==> config.mk <==
export PLATFORM = sky130hd
export DESIGN_NAME = uart_apb4_master
export DESIGN_NICKNAME = d
export VERILOG_FILES = /design/src/rtl/uart_apb4_master.sv
export SDC_FILE = /design/constraint.sdc
export NUM_CORES = 1
export LEC_CHECK = 0
export CAP_MARGIN = 20
export CORE_MARGIN = 3
export CORE_UTILIZATION = 40
export DETAILED_ROUTE_END_ITERATION = 8
export GPL_TIMING_DRIVEN = 0
export PLACE_DENSITY = 0.64
export SYNTH_ARGS = -nofsm -noshare
export SYNTH_HDL_FRONTEND = slang
export SYNTH_SLANG_ARGS = --single-unit
==> constraint.sdc <==
create_clock -name clk_i -period 6.4 [get_ports clk_i]
set_input_delay 1.28 -clock clk_i [delete_from_list [all_inputs] [get_ports clk_i]]
set_output_delay 1.28 -clock clk_i [all_outputs]
set_load 0.005 [all_outputs]
==> src/rtl/uart_apb4_master.sv <==
// Byte-stream to APB4 bridge: parses 'W'/'R' command frames from a UART receiver,
// runs a single APB4 transfer, and streams the status byte (plus read data) back.
module uart_apb4_master #(
  parameter int unsigned TIMEOUT = 1024
) (
  input  logic        clk_i,
  input  logic        rst_n_i,
  input  logic [7:0]  rx_data_i,
  input  logic        rx_valid_i,
  output logic        rx_ready_o,
  output logic [7:0]  tx_data_o,
  output logic        tx_valid_o,
  input  logic        tx_ready_i,
  output logic [31:0] paddr_o,
  output logic [2:0]  pprot_o,
  output logic        psel_o,
  output logic        penable_o,
  output logic        pwrite_o,
  output logic [31:0] pwdata_o,
  output logic [3:0]  pstrb_o,
  input  logic [31:0] prdata_i,
  input  logic        pready_i,
  input  logic        pslverr_i,
  output logic        busy_o
);
  localparam int unsigned TW = (TIMEOUT > 0) ? $clog2(TIMEOUT + 1) : 1;
  localparam logic [7:0] OP_WRITE = 8'h57;
  localparam logic [7:0] OP_READ  = 8'h52;
  localparam logic [7:0] RSP_OK   = 8'h4B;
  localparam logic [7:0] RSP_ERR  = 8'h45;
  localparam logic [7:0] RSP_TMO  = 8'h54;
  localparam logic [7:0] RSP_UNK  = 8'h3F;

  typedef enum logic [2:0] {
    S_IDLE, S_ADDR, S_WDATA, S_SETUP, S_ACCESS, S_RESP
  } state_t;

  state_t        r_state;
  logic [1:0]    r_idx;
  logic [31:0]   r_addr;
  logic [31:0]   r_wdata;
  logic [31:0]   r_rdata;
  logic          r_is_read;
  logic          r_data_phase;
  logic [TW-1:0] r_tcnt;
  logic          r_rx_ready;
  logic          r_tx_valid;
  logic [7:0]    r_tx_data;
  logic [31:0]   r_paddr;
  logic          r_pwrite;
  logic [31:0]   r_pwdata;
  logic [3:0]    r_pstrb;
  logic          r_psel;
  logic          r_penable;

  logic          w_rx_fire;
  logic          w_tx_fire;
  logic          w_timeout;
  logic [1:0]    w_next_idx;
  logic [31:0]   w_addr_merged;
  logic [31:0]   w_wdata_merged;

  assign w_rx_fire  = rx_valid_i && r_rx_ready;
  assign w_tx_fire  = r_tx_valid && tx_ready_i;
  assign w_next_idx = r_idx + 2'd1;
  // Terminal count is the TIMEOUT-th ACCESS cycle without pready.
  assign w_timeout  = (TIMEOUT != 0) && !pready_i && (r_tcnt == TW'(TIMEOUT - 1));

  always_comb begin
    w_addr_merged  = r_addr;
    w_wdata_merged = r_wdata;
    w_addr_merged[{r_idx, 3'b000} +: 8]  = rx_data_i;
    w_wdata_merged[{r_idx, 3'b000} +: 8] = rx_data_i;
  end

  always_ff @(posedge clk_i or negedge rst_n_i) begin
    if (!rst_n_i) begin
      r_state      <= S_IDLE;
      r_idx        <= 2'd0;
      r_addr       <= 32'd0;
      r_wdata      <= 32'd0;
      r_rdata      <= 32'd0;
      r_is_read    <= 1'b0;
      r_data_phase <= 1'b0;
      r_tcnt       <= '0;
      r_rx_ready   <= 1'b0;
      r_tx_valid   <= 1'b0;
      r_tx_data    <= 8'd0;
      r_paddr      <= 32'd0;
      r_pwrite     <= 1'b0;
      r_pwdata     <= 32'd0;
      r_pstrb      <= 4'd0;
      r_psel       <= 1'b0;
      r_penable    <= 1'b0;
    end else begin
      case (r_state)
        S_IDLE: begin
          r_rx_ready <= 1'b1;
          r_idx      <= 2'd0;
          if (w_rx_fire) begin
            if (rx_data_i == OP_WRITE || rx_data_i == OP_READ) begin
              r_is_read <= (rx_data_i == OP_READ);
              r_state   <= S_ADDR;
            end else begin
              r_is_read    <= 1'b0;
              r_rx_ready   <= 1'b0;
              r_tx_valid   <= 1'b1;
              r_tx_data    <= RSP_UNK;
              r_data_phase <= 1'b0;
              r_state      <= S_RESP;
            end
          end
        end
        S_ADDR: begin
          if (w_rx_fire) begin
            r_addr <= w_addr_merged;
            r_idx  <= w_next_idx;
            if (r_idx == 2'd3) begin
              r_idx <= 2'd0;
              if (!r_is_read) begin
                r_state <= S_WDATA;
              end else begin
                r_rx_ready <= 1'b0;
                r_paddr    <= w_addr_merged;
                r_pwrite   <= 1'b0;
                r_pstrb    <= 4'h0;
                r_psel     <= 1'b1;
                r_state    <= S_SETUP;
              end
            end
          end
        end
        S_WDATA: begin
          if (w_rx_fire) begin
            r_wdata <= w_wdata_merged;
            r_idx   <= w_next_idx;
            if (r_idx == 2'd3) begin
              r_idx      <= 2'd0;
              r_rx_ready <= 1'b0;
              r_paddr    <= r_addr;
              r_pwdata   <= w_wdata_merged;
              r_pwrite   <= 1'b1;
              r_pstrb    <= 4'hF;
              r_psel     <= 1'b1;
              r_state    <= S_SETUP;
            end
          end
        end
        S_SETUP: begin
          r_penable <= 1'b1;
          r_tcnt    <= '0;
          r_state   <= S_ACCESS;
        end
        S_ACCESS: begin
          // pready is checked first so it wins over a coincident terminal count.
          if (pready_i) begin
            r_psel       <= 1'b0;
            r_penable    <= 1'b0;
            r_rdata      <= prdata_i;
            r_tx_data    <= pslverr_i ? RSP_ERR : RSP_OK;
            r_tx_valid   <= 1'b1;
            r_data_phase <= 1'b0;
            r_idx        <= 2'd0;
            r_state      <= S_RESP;
          end else if (w_timeout) begin
            r_psel       <= 1'b0;
            r_penable    <= 1'b0;
            r_rdata      <= 32'd0;
            r_tx_data    <= RSP_TMO;
            r_tx_valid   <= 1'b1;
            r_data_phase <= 1'b0;
            r_idx        <= 2'd0;
            r_state      <= S_RESP;
          end else begin
            r_tcnt <= r_tcnt + 1'b1;
          end
        end
        S_RESP: begin
          // Status byte first, then (reads only) four data bytes indexed by r_idx.
          if (w_tx_fire) begin
            if (!r_is_read || (r_data_phase && r_idx == 2'd3)) begin
              r_tx_valid   <= 1'b0;
              r_rx_ready   <= 1'b1;
              r_idx        <= 2'd0;
              r_data_phase <= 1'b0;
              r_state      <= S_IDLE;
            end else if (!r_data_phase) begin
              r_data_phase <= 1'b1;
              r_tx_data    <= r_rdata[7:0];
            end else begin
              r_idx     <= w_next_idx;
              r_tx_data <= r_rdata[{w_next_idx, 3'b000} +: 8];
            end
          end
        end
        default: r_state <= S_IDLE;
      endcase
    end
  end

  assign rx_ready_o = r_rx_ready;
  assign tx_data_o  = r_tx_data;
  assign tx_valid_o = r_tx_valid;
  assign paddr_o    = r_paddr;
  assign pprot_o    = 3'b000;
  assign psel_o     = r_psel;
  assign penable_o  = r_penable;
  assign pwrite_o   = r_pwrite;
  assign pwdata_o   = r_pwdata;
  assign pstrb_o    = r_pstrb;
  assign busy_o     = (r_state != S_IDLE);

endmodule

The metal 1 layer:
Scale bar: 50 microns. Cells faint in the background.
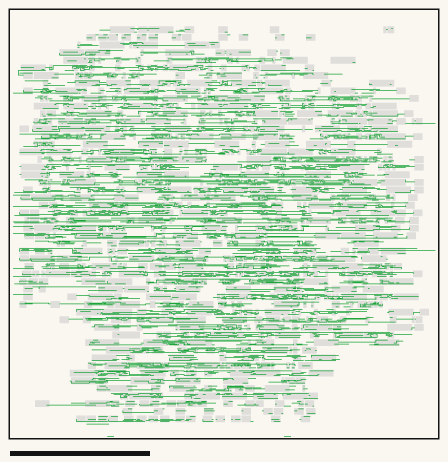
wire length on this layer: 11300 microns
main direction: horizontal
share of all routed wire: 47%
nets with wire on the layer: 982
Routed WL: 24300 microns
met1 Resource Use GR: 0.303
Vias: 7112

Signal wires on met2:
Scale bar: 50 microns. Cells faint in the background.
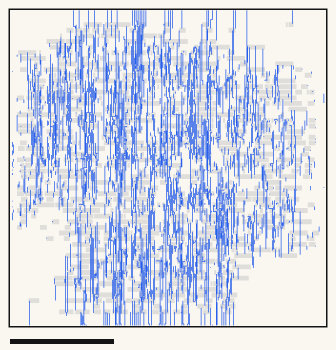
longest straight run: 55.1 microns
main direction: vertical
share of all routed wire: 46%
nets with wire on the layer: 891

M3 wires:
Scale bar: 50 microns. Cells faint in the background.
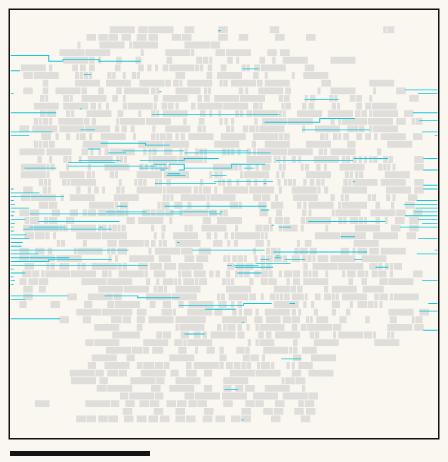
share of all routed wire: 6.1%
longest straight run: 54.3 microns
met3 usage in global routing: 0.0432

==> out/qor.csv <==
metric;value;unit
crit path to;r_addr[12];
slowest CP cell;nor3b_2;
filler instances;1930;
Worst Setup End Kind;flop;
first-pass GRT wire length;38700;microns
Log Warnings;33;
Worst-Margin Slew;1.03;ns
status;complete, no violations;
Seq power;1.62;mW
DRT Pass-1 Iters;5;
Pwr per Cell Area;381;nW/um^2
worst-skew pair later-pin latency;0.43;ns
Post-Synth XOR/XNOR Area;0.00917;
register share after synthesis;0.556;
num ports;131;
yosys stat area;8590;sq um
pre-CTS setup slack;2.72;ns
Die Wd;153;microns
main flop type;dfrtp_1;
RR Startpoint;r_idx[0];
Clk pwr share;0.276;
Critical Path AT;3.95;ns
Yosys Instances;875;
cts bufs inserted;17;
RSZ-0062 raised after global routing;no;
Flops;191;
area occupied by multi-input gates;3480;sq um
# H-tree levels;4;
Register-to-Register Path Depth;10;
Residual DRC;0;
Flop area;4780;sq um
clock buffer depth;2;
mux frac, synth;0.0246;
DIE HEIGHT;153;microns
WL/cell;18.7;microns
post-DP HPWL;17300;microns
Max-slew headroom;0.306;
Worst Setup Start Kind;flop;
slowest cell delay on critical path;0.55;ns
Min-Delay Path Depth;2;
CTS tree;yes;
grt ovf;0;
reg-to-reg slack, setup;2.80;ns
core area;20700;sq um
max-capacitance violation count;0;
## stage by stage
step	cell area [sq um]	instances	hold slack [ns]	TNS [ns]
finish	10800	1299	0.479	0
global placement	10100	1266	0.462	-780.74
CTS	10800	1299	0.484	0
detailed placement	10200	1267	0.467	0
global route	10800	1299	0.500	0
floorplan	8600	877	0.450	0
## synthesized netlist by cell type, drive strengths merged (2+ instances only)
cell	count	area, sq um
clkbuf	46	174
nor3	10	50.1
or3	4	25.0
a211o	3	26.3
a21o	4	30.0
dfrtp	191	4780
buf	22	123
o21ai	79	395
and3	2	12.5
nand2	132	495
mux2	13	161
xnor2	9	78.8
nand2b	38	238
nor4	3	33.8
inv	12	45.0
mux2i	5	50.1
a22o	32	280
nor3b	6	55.1
a32oi	24	210
nand3	9	45.0
a31oi	33	206
a211oi	8	72.6
a21oi	51	259
nor2	92	345
nor2b	6	37.5
o2bb2ai	2	17.5
o22ai	9	62.6
ha	7	87.6
or2	2	12.5
## per-layer routing
| layer | wire length, microns | vias up | track usage |
|---|---|---|---|
| li1 | - | 3367 | - |
| met1 | 11300 | 3516 | 0.303 |
| met2 | 11000 | 199 | 0.313 |
| met3 | 1470 | 30 | 0.0432 |
| met4 | 422 | 0 | 0.0539 |
| met5 | 0 | - | 0 |
## cells in the final DEF, fill, tap and decap left out, types with 12 or more instances in the layout
master / synthesis / routed
o21ai_0: 78 / 78
nor2_1: 92 / 92
clkbuf_16: 0 / 17
nand2_1: 132 / 132
clkbuf_1: 45 / 45
inv_1: 12 / 12
clkdlybuf4s50_1: 0 / 118
a31oi_1: 33 / 33
a32oi_1: 24 / 24
dfrtp_1: 191 / 191
a22o_1: 32 / 32
a21oi_1: 50 / 50
nand2b_1: 38 / 38
Power and IR drop assume default switching activity.
